===== src/rtl/vga_text_ctrl.sv =====
// rtl/vga_text_ctrl.sv - text-mode console write controller: cursor, VRAM writes, scroll and clear
// Optional feature macro: VTC_AUTOCLR_EN (full-screen clear runs straight out of reset)
module vga_text_ctrl #(
    parameter int         COLS  = 70,
    parameter int         ROWS  = 30,
    parameter int         COL_W = 7,
    parameter int         ROW_W = 5,
    parameter logic [7:0] BLANK = 8'h20
) (
    input  logic                     pclk,
    input  logic                     reset,
    input  logic                     in_valid,
    output logic                     in_ready,
    input  logic [7:0]               in_char,
    input  logic                     clr_req,
    output logic                     vram_we,
    output logic [ROW_W+COL_W-1:0]   vram_waddr,
    output logic [7:0]               vram_wdata,
    output logic [ROW_W-1:0]         row_base,
    output logic [COL_W-1:0]         cur_x,
    output logic [ROW_W-1:0]         cur_y,
    output logic                     busy
);

    typedef enum logic [1:0] {
        S_IDLE,
        S_WRITE,
        S_CLR_ROW,
        S_CLR_ALL
    } state_t;

`ifdef VTC_AUTOCLR_EN
    localparam state_t RESET_STATE = S_CLR_ALL;
`else
    localparam state_t RESET_STATE = S_IDLE;
`endif

    localparam logic [COL_W-1:0] LAST_COL = COL_W'(COLS - 1);
    localparam logic [COL_W-1:0] COLS_C   = COL_W'(COLS);
    localparam logic [ROW_W-1:0] LAST_ROW = ROW_W'(ROWS - 1);
    localparam logic [ROW_W-1:0] ROWS_C   = ROW_W'(ROWS);
    localparam logic [ROW_W:0]   ROWS_EXT = (ROW_W+1)'(ROWS);

    state_t                   state_q,    state_d;
    logic [COL_W-1:0]         cur_x_q,    cur_x_d;
    logic [ROW_W-1:0]         cur_y_q,    cur_y_d;
    logic [ROW_W-1:0]         row_base_q, row_base_d;
    logic [ROW_W-1:0]         clr_row_q,  clr_row_d;
    logic [COL_W-1:0]         clr_col_q,  clr_col_d;
    logic                     scroll_q,   scroll_d;
    logic                     clr_pend_q, clr_pend_d;
    logic                     we_q,       we_d;
    logic [ROW_W+COL_W-1:0]   waddr_q,    waddr_d;
    logic [7:0]               wdata_q,    wdata_d;

    logic [ROW_W:0]           row_sum;
    logic [ROW_W-1:0]         phys_row;
    logic [ROW_W-1:0]         base_inc;
    logic                     printable;

    // Map the logical cursor row onto the physical VRAM row and precompute the scrolled base
    always_comb begin
        row_sum = {1'b0, cur_y_q} + {1'b0, row_base_q};
        if (row_sum >= ROWS_EXT) begin
            phys_row = ROW_W'(row_sum - ROWS_EXT);
        end else begin
            phys_row = row_sum[ROW_W-1:0];
        end
        base_inc  = (row_base_q == LAST_ROW) ? '0 : row_base_q + ROW_W'(1);
        printable = (in_char >= 8'h20) && (in_char <= 8'h7E);
    end

    // Next-state, cursor and VRAM write decisions; a clear request always wins in IDLE
    always_comb begin
        state_d    = state_q;
        cur_x_d    = cur_x_q;
        cur_y_d    = cur_y_q;
        row_base_d = row_base_q;
        clr_row_d  = clr_row_q;
        clr_col_d  = clr_col_q;
        scroll_d   = scroll_q;
        clr_pend_d = clr_pend_q | clr_req;
        we_d       = 1'b0;
        waddr_d    = waddr_q;
        wdata_d    = wdata_q;
        in_ready   = (state_q == S_IDLE) & ~clr_pend_q & ~clr_req;

        case (state_q)
            S_IDLE: begin
                if (clr_pend_q || clr_req) begin
                    // first cell is written on the entry edge, counters point at the next one
                    state_d    = S_CLR_ALL;
                    clr_pend_d = 1'b0;
                    row_base_d = '0;
                    cur_x_d    = '0;
                    cur_y_d    = '0;
                    we_d       = 1'b1;
                    waddr_d    = '0;
                    wdata_d    = BLANK;
                    clr_row_d  = '0;
                    clr_col_d  = COL_W'(1);
                end else if (in_valid) begin
                    state_d = S_WRITE;
                    if (printable) begin
                        we_d    = 1'b1;
                        waddr_d = {phys_row, cur_x_q};
                        wdata_d = in_char;
                        if (cur_x_q == LAST_COL) begin
                            cur_x_d = '0;
                            if (cur_y_q < LAST_ROW) begin
                                cur_y_d = cur_y_q + ROW_W'(1);
                            end else begin
                                // the character write owns this cycle; row blanking follows WRITE
                                scroll_d   = 1'b1;
                                clr_row_d  = row_base_q;
                                row_base_d = base_inc;
                            end
                        end else begin
                            cur_x_d = cur_x_q + COL_W'(1);
                        end
                    end else if (in_char == 8'h0A) begin
                        cur_x_d = '0;
                        if (cur_y_q < LAST_ROW) begin
                            cur_y_d = cur_y_q + ROW_W'(1);
                        end else begin
                            state_d    = S_CLR_ROW;
                            row_base_d = base_inc;
                            we_d       = 1'b1;
                            waddr_d    = {row_base_q, {COL_W{1'b0}}};
                            wdata_d    = BLANK;
                            clr_row_d  = row_base_q;
                            clr_col_d  = COL_W'(1);
                        end
                    end else if (in_char == 8'h0D) begin
                        cur_x_d = '0;
                    end else if (in_char == 8'h08) begin
                        if (cur_x_q != '0) begin
                            cur_x_d = cur_x_q - COL_W'(1);
                            we_d    = 1'b1;
                            waddr_d = {phys_row, cur_x_q - COL_W'(1)};
                            wdata_d = BLANK;
                        end
                    end
                end
            end

            S_WRITE: begin
                if (scroll_q) begin
                    state_d   = S_CLR_ROW;
                    scroll_d  = 1'b0;
                    we_d      = 1'b1;
                    waddr_d   = {clr_row_q, {COL_W{1'b0}}};
                    wdata_d   = BLANK;
                    clr_col_d = COL_W'(1);
                end else begin
                    state_d = S_IDLE;
                end
            end

            S_CLR_ROW: begin
                if (clr_col_q == COLS_C) begin
                    state_d = S_IDLE;
                end else begin
                    we_d      = 1'b1;
                    waddr_d   = {clr_row_q, clr_col_q};
                    wdata_d   = BLANK;
                    clr_col_d = clr_col_q + COL_W'(1);
                end
            end

            S_CLR_ALL: begin
                // counters run one past the last row; a new request re-enters from IDLE
                if (clr_row_q == ROWS_C) begin
                    state_d = S_IDLE;
                end else begin
                    we_d    = 1'b1;
                    waddr_d = {clr_row_q, clr_col_q};
                    wdata_d = BLANK;
                    if (clr_col_q == LAST_COL) begin
                        clr_col_d = '0;
                        clr_row_d = clr_row_q + ROW_W'(1);
                    end else begin
                        clr_col_d = clr_col_q + COL_W'(1);
                    end
                end
            end

            default: begin
                state_d = S_IDLE;
            end
        endcase
    end

    // State, cursor and VRAM port registers; reset aborts any clear immediately
    always_ff @(posedge pclk or posedge reset) begin
        if (reset) begin
            state_q    <= RESET_STATE;
            cur_x_q    <= '0;
            cur_y_q    <= '0;
            row_base_q <= '0;
            clr_row_q  <= '0;
            clr_col_q  <= '0;
            scroll_q   <= 1'b0;
            clr_pend_q <= 1'b0;
            we_q       <= 1'b0;
            waddr_q    <= '0;
            wdata_q    <= '0;
        end else begin
            state_q    <= state_d;
            cur_x_q    <= cur_x_d;
            cur_y_q    <= cur_y_d;
            row_base_q <= row_base_d;
            clr_row_q  <= clr_row_d;
            clr_col_q  <= clr_col_d;
            scroll_q   <= scroll_d;
            clr_pend_q <= clr_pend_d;
            we_q       <= we_d;
            waddr_q    <= waddr_d;
            wdata_q    <= wdata_d;
        end
    end

    assign vram_we    = we_q;
    assign vram_waddr = waddr_q;
    assign vram_wdata = wdata_q;
    assign row_base   = row_base_q;
    assign cur_x      = cur_x_q;
    assign cur_y      = cur_y_q;
    assign busy       = (state_q == S_CLR_ROW) || (state_q == S_CLR_ALL);

endmodule


===== config.mk =====
export PLATFORM = sky130hd
export DESIGN_NAME = vga_text_ctrl
export DESIGN_NICKNAME = d
export VERILOG_FILES = /design/src/rtl/vga_text_ctrl.sv
export SDC_FILE = /design/constraint.sdc
export NUM_CORES = 1
export LEC_CHECK = 0
export CAP_MARGIN = 15
export CORE_ASPECT_RATIO = 1.75
export CORE_MARGIN = 2
export CORE_UTILIZATION = 55
export DETAILED_ROUTE_END_ITERATION = 10
export GPL_ROUTABILITY_DRIVEN = 0
export HOLD_SLACK_MARGIN = 0.06
export PLACE_DENSITY = 0.93
export SETUP_SLACK_MARGIN = 0.05
export SYNTH_ARGS = -nofsm -noshare
export SYNTH_HDL_FRONTEND = slang
export SYNTH_SLANG_ARGS = --single-unit

===== constraint.sdc =====
create_clock -name pclk -period 3.15 [get_ports pclk]
set_input_delay 0.4725 -clock pclk [delete_from_list [all_inputs] [get_ports pclk]]
set_output_delay 0.4725 -clock pclk [all_outputs]
set_load 0.05 [all_outputs]

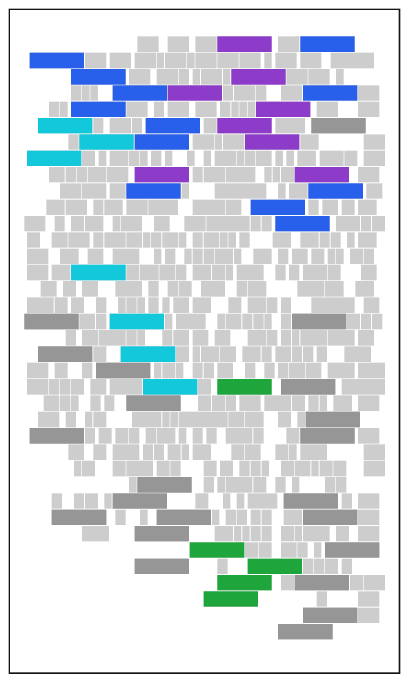
(run_1/registers.png)
Drawn at 6 px/um. Other sequential cells in the stronger grey, the rest of the logic in the fainter grey.
signal	colour	flops
cur_x	cyan	7
vram_wdata	purple	8
clr_row_q	green	5
vram_waddr	blue	12
not coloured	22
Util after Layout: 68.6%
FF/Latch Area: 0.00135 mm^2
flop share of the area: 31.6%
Seq group: 0.000985 W

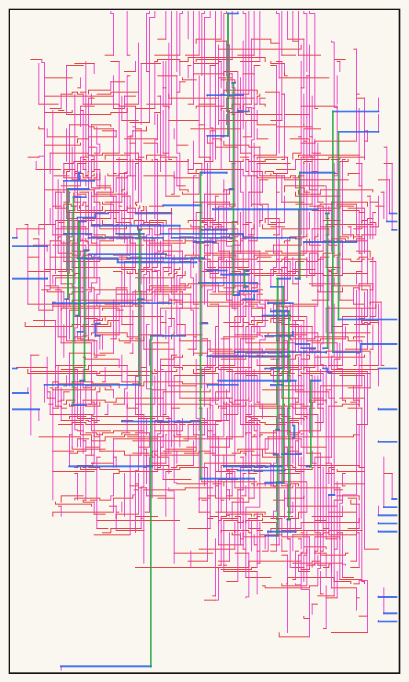
(run_1/metal_stack.png)
Drawn at 6 px/um.
layer	colour	wire length
met4	green	513 um
met3	blue	540 um
met1	red	3,520 um
met2	magenta	5,220 um

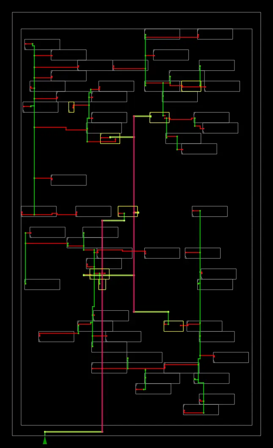
(run_1/final_clocks.png)
FFs & Latches: 54
P_clk: 0.000406 W
clock skew: 0.00850 ns

==> run_results.csv, run 1 <==
group,metric,value,unit
setup_path,start_kind,"flop",
grt,met2_usage,51.6,%
timing,setup_viol,0,
clock_network,hold_buffers,0,
timing,fin_hold_ws,0.493,ns
logic_synthesis,avgSynthCellArea,8.87,um^2
power,power_density,507,mW/mm^2
floorplanning,dieHeight,110,um
setup_path,cpPeakStageDelay,0.51,ns
min_path,min_to,"vram_waddr[4]",
timing,finalSetupTns,0,ns
logic_synthesis,ys_top_cells_by_area,"dfrtp_1 38%, o21ai_0 6.8%, ha_1 6.0%",
timing,setup_ws,0.530,ns
setup_path,r2r_slack,0.53,ns
cells_and_area,largest_register_ffs,12,
setup_path,crit_start,"row_base[0]",
logic_synthesis,flop_cell,"dfrtp_1",
min_path,holdCritPathClass,"flop to flop",
logic_synthesis,async_reset_ff_share,100,%
clock_network,clk_pin_slew_worst_paths,0.10,ns
cells_and_area,syn2layout_area_growth,20.1,%
power,seq_power_share,45.4,%
grt,antenna_found_initial,0,
detailed_routing,vias_per_cell,6.51,
logic_synthesis,synth_top_cell_by_area,"dfrtp_1",
outcome,run_status,"complete, no violations",
place,postPlaceCellArea,0.00418,mm^2
logic_synthesis,synth_flops,54,
min_path,whs_path_depth,2,
logic_synthesis,synth_nets,431,
place,dpl.hpwl,7360,um
grt,met3_usage,3.77,%
==> run 1: logic make-up (layout without fill, tap and decap cells) <==
family,count (synthesis),in the layout
buffers and inverters,33,84
AND-OR/OR-AND,138,138
adder cells (fa/ha/maj),18,18
flip-flops,54,54
multiplexers,4,4
AND/OR/NAND/NOR,147,147
XOR/XNOR,7,7
==> run 1: power groups by stage <==
stage	registers (W)	clock network (W)	logic (W)
floorplan	0.00114	0	0.000343
global placement	0.000984	0	0.000756
detailed placement	0.000993	0	0.000775
CTS	0.000979	0.000409	0.000778
global route	0.000999	0.000442	0.000837
finish	0.000985	0.000406	0.000777
==> run 1: cell type report <==
class	instances	area [um^2]
timing repair buffer	62	616
inverter	14	52.6
sequential	54	1350
tap	80	100
multi-input combinational	314	2060
clock inverter	1	5.00
clock buffer	7	86.3
fill	469	1950
--- run 2 (diff from run 1) ---
==> constraint.sdc (replaced) <==
create_clock -name pclk -period 2.5 [get_ports pclk]
set_input_delay 0.375 -clock pclk [delete_from_list [all_inputs] [get_ports pclk]]
set_output_delay 0.375 -clock pclk [all_outputs]
set_load 0.05 [all_outputs]
==> run_results.csv, run 2 <==
group,metric,value,unit
outcome,run_status,"complete, no violations",
logic_synthesis,synth_nets,431,
cells_and_area,largest_cell_class,"combinational gates",
cells_and_area,inverters_excl_clock,14,
logic_synthesis,flop_cell,"dfrtp_1",
timing,setup_viol,0,
logic_synthesis,async_reset_ff_share,100,%
cells_and_area,final_util,73.1,%
setup_path,r2r_slack,0.11,ns
floorplanning,taps,80,
cells_and_area,comb_share,46.0,%
logic_synthesis,synth_cells,401,
cells_and_area,clock_area_share,2.56,%
cells_and_area,logic_gate_count,314,
floorplanning,dieHeight,110,um
timing,setup_ws,0.0930,ns
place,dpl.hpwl,7640,um
timing,finalSetupTns,0,ns
clock_network,hold_buffers,0,
floorplanning,chipArea,0.00715,mm^2
grt,met3_usage,5.70,%
detailed_routing,vias_per_cell,6.62,
min_path,holdCritPathClass,"input pin to async pin",
logic_synthesis,synth_top_cell_by_area,"dfrtp_1",
cells_and_area,seq_area,0.00137,mm^2
logic_synthesis,ys_top_cells_by_area,"dfrtp_1 38%, o21ai_0 6.8%, ha_1 6.0%",
cells_and_area,fill_cells,424,
logic_synthesis,synth_flops,54,
cells_and_area,comb_area,0.00209,mm^2
cells_and_area,syn2layout_area_growth,27.9,%
setup_path,start_kind,"input pin",
detailed_routing,wl_per_cell,19.0,um
power,power_density,636,mW/mm^2
cells_and_area,signal_buffers,88,
grt,antenna_found_initial,0,
cells_and_area,seq_area_share,30.0,%
cells_and_area,seq_cells,54,
logic_synthesis,avgSynthCellArea,8.87,um^2
grt,met2_usage,53.8,%
logic_synthesis,synth_area,0.00356,mm^2
run 2: how the worst max path moves through the flow:
stage | startpoint | endpoint | slack, ns
2_1_floorplan | row_base[0] | vram_waddr[9] | 0.06
3_3_place_gp | in_char[5] | cur_x[3] | -0.10
3_5_place_dp | in_char[5] | cur_x[6] | -0.14
4_1_cts | row_base[0] | vram_waddr[9] | 0.07
5_1_grt | in_char[6] | vram_waddr[10] | -0.05
6_report | in_char[6] | vram_waddr[10] | 0.09
run 2: report_power, final:
group | internal, W | leakage, nW | switching [W]
registers | 0.00102 | 0.686 | 0.000206
clock network | 0.000327 | 0.0585 | 0.000286
logic | 0.000400 | 1.14 | 0.000653
total | 0.00175 | 1.89 | 0.00114
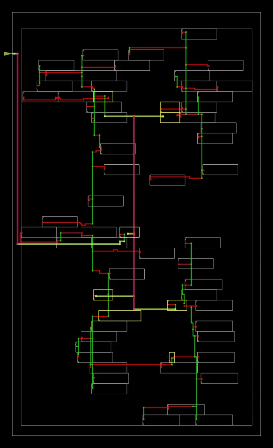
(run_2/final_clocks.png)
clkbuf count: 7
Num Clock Sinks: 54
P_clk: 0.000613 W
clock skew: 0.00979 ns
Insertion Delay late pin: 0.31 ns

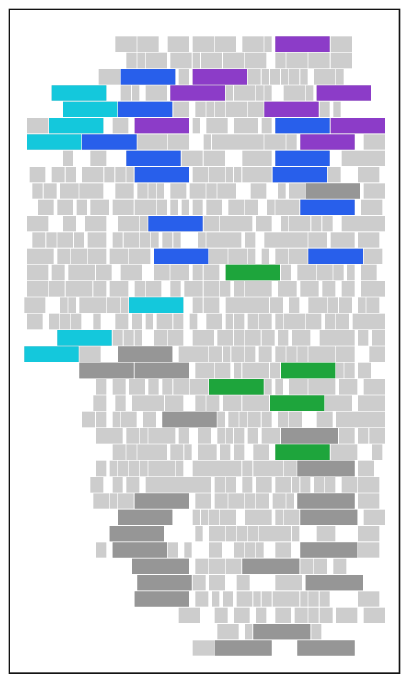
(run_2/registers.png)
Drawn at 6 px/um. Other sequential cells in the stronger grey, the rest of the logic in the fainter grey.
signal	colour	flops
vram_wdata	purple	8
vram_waddr	blue	12
clr_row_q	green	5
cur_x	cyan	7

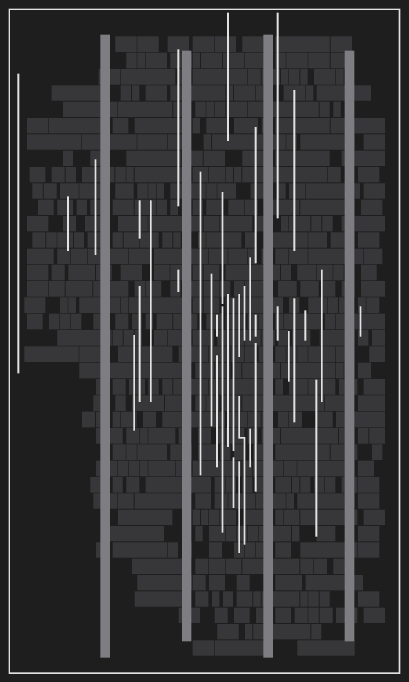
(run_2/met4.png)
Drawn at 6 px/um. Supply wires on this layer in grey.
nets with wire on the layer	36
share of all routed wire	6.5%
main direction	vertical
via count: 3,696
final wirelength: 10,600 um

--- run 3 (diff from run 2) ---
--- a/config.mk
+++ b/config.mk
@@ -10,9 +10,10 @@
 export CORE_MARGIN = 2
 export CORE_UTILIZATION = 55
 export DETAILED_ROUTE_END_ITERATION = 10
+export DONT_BUFFER_PORTS = 1
 export GPL_ROUTABILITY_DRIVEN = 0
 export HOLD_SLACK_MARGIN = 0.06
-export PLACE_DENSITY = 0.93
+export PLACE_DENSITY = 0.82
 export SETUP_SLACK_MARGIN = 0.05
 export SYNTH_ARGS = -nofsm -noshare
 export SYNTH_HDL_FRONTEND = slang
==> run_results.csv, run 3 <==
group,metric,value,unit
logic_synthesis,synth_area,0.00356,mm^2
setup_path,crit_start,"cur_y[2]",
cells_and_area,syn2layout_area_growth,12.3,%
clock_network,clk_latency,0.31,ns
logic_synthesis,synth_cells,401,
clock_network,cts_tree,"built",
logic_synthesis,synth_flops,54,
setup_path,rr_startpoint,"cur_y[2]",
timing,setup_ws,0.137,ns
timing,finalSetupTns,0,ns
clock_network,clock-sinks,54,
grt,met2_usage,51.4,%
logic_synthesis,ys_top_cells_by_area,"dfrtp_1 38%, o21ai_0 6.8%, ha_1 6.0%",
detailed_routing,antenna_left,0,
detailed_routing,route.vias.total,3369,
setup_path,r2r_slack,0.14,ns
logic_synthesis,flop_cell,"dfrtp_1",
outcome,run_status,"complete, no violations",
logic_synthesis,avgSynthCellArea,8.87,um^2
timing,setup_viol,0,
grt,met3_usage,5.50,%
place,io_buffers,0,
cells_and_area,final_util,64.1,%
min_path,holdCritPathClass,"input pin to flop",
logic_synthesis,synth_top_cell_by_area,"dfrtp_1",
logic_synthesis,synth_nets,431,
detailed_routing,vias_per_cell,6.68,
setup_path,start_kind,"flop",
floorplanning,dieHeight,110,um
setup_path,endpoint,"vram_waddr[9]",
logic_synthesis,synth-adder-area-share,6.54,%
timing,skew,0.00635,ns
grt,antenna_found_initial,0,
run 3: what timing repair did:
action	CTS	global route
endpoints found under the setup margin	0	2
resized	0	2
hold buffers	1	0
endpoints found under the hold margin	54	0
run 3: worst max-delay path, cell delays in order, from the launching register on:
cell and delay (ns):
dfrtp_2 0.46, ha_1 0.39, and3_1 0.24, a221oi_2 0.29, mux2_2 0.38, o31ai_1 0.07, o21ai_0 0.12, mux2_1 0.31
run 3: cell type report:
class	count	area (um^2)
fill	513	2230
multi-input combinational	314	2080
sequential	54	1360
timing repair buffer	34	258
tap	80	100
clock buffer	5	68.8
clock inverter	3	68.8
inverter	14	52.6
run 3: where the power goes:
part	total [W]	switching (W)	internal [W]
registers	0.00144	0.000426	0.00102
clock network	0.000691	0.000290	0.000401
logic	0.000632	0.000373	0.000259
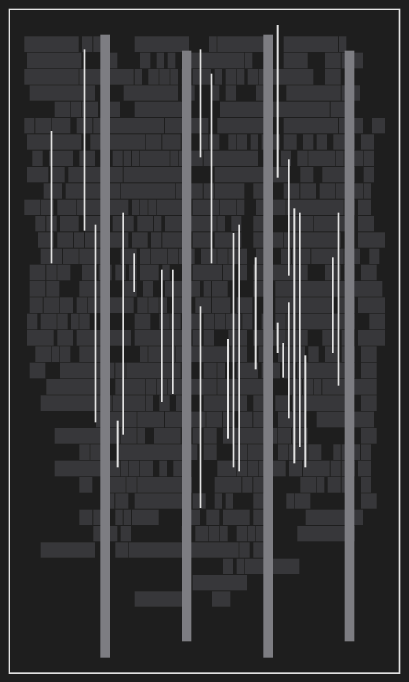
(run_3/met4.png)
Drawn at 6 px/um. Supply wires on this layer in grey.
wire length on this layer	590 um
longest straight run	42.2 um
nets with wire on the layer	24
main direction	vertical

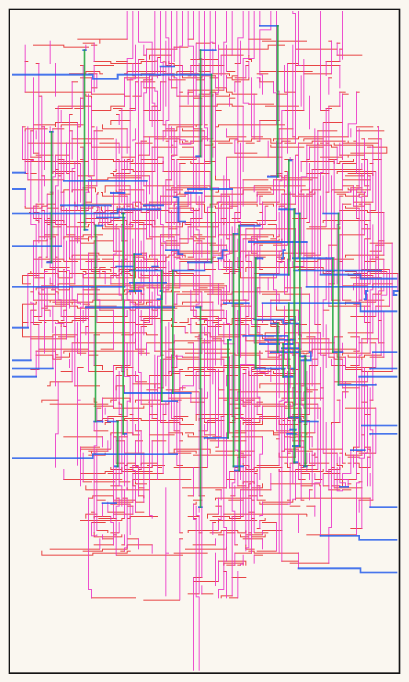
(run_3/metal_stack.png)
Drawn at 6 px/um.
layer	colour	wire length
met2	magenta	5,260 um
met4	green	590 um
met3	blue	508 um
met1	red	3,380 um
final wirelength: 9740 um
routed len/inst: 19.3 um

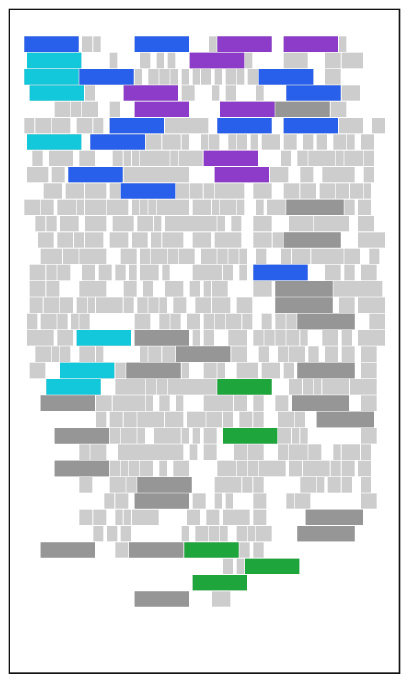
(run_3/registers.png)
Drawn at 6 px/um. Other sequential cells in the stronger grey, the rest of the logic in the fainter grey.
signal	colour	flops
vram_waddr	blue	12
cur_x	cyan	7
clr_row_q	green	5
vram_wdata	purple	8
flop share of the area: 34.1%
Seq group: 0.00144 W


==> notes/layouts.md <==
Pictures saved along the way, in no particular order.

Placement density heat map.
Drawn at 4 px/um. The die is cut into 6 by 11 equal tiles; white is low, dark blue is high, 0 to 100% covered.
Plate I
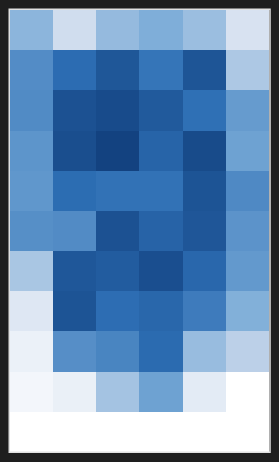
Plate II
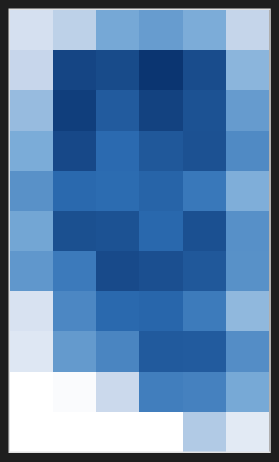
Plate III
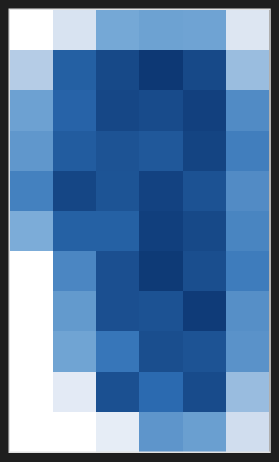
| from | picture |
|---|---|
| run 1 | Plate II |
| run 2 | Plate III |
| run 3 | Plate I |

Key to Plate II:
tiles over 75% full	39%
nearly empty tiles	7.6%
fullest tile	98%
mean over tiles	58%

Power figures rest on the tool's default switching activity, not on a simulated workload.
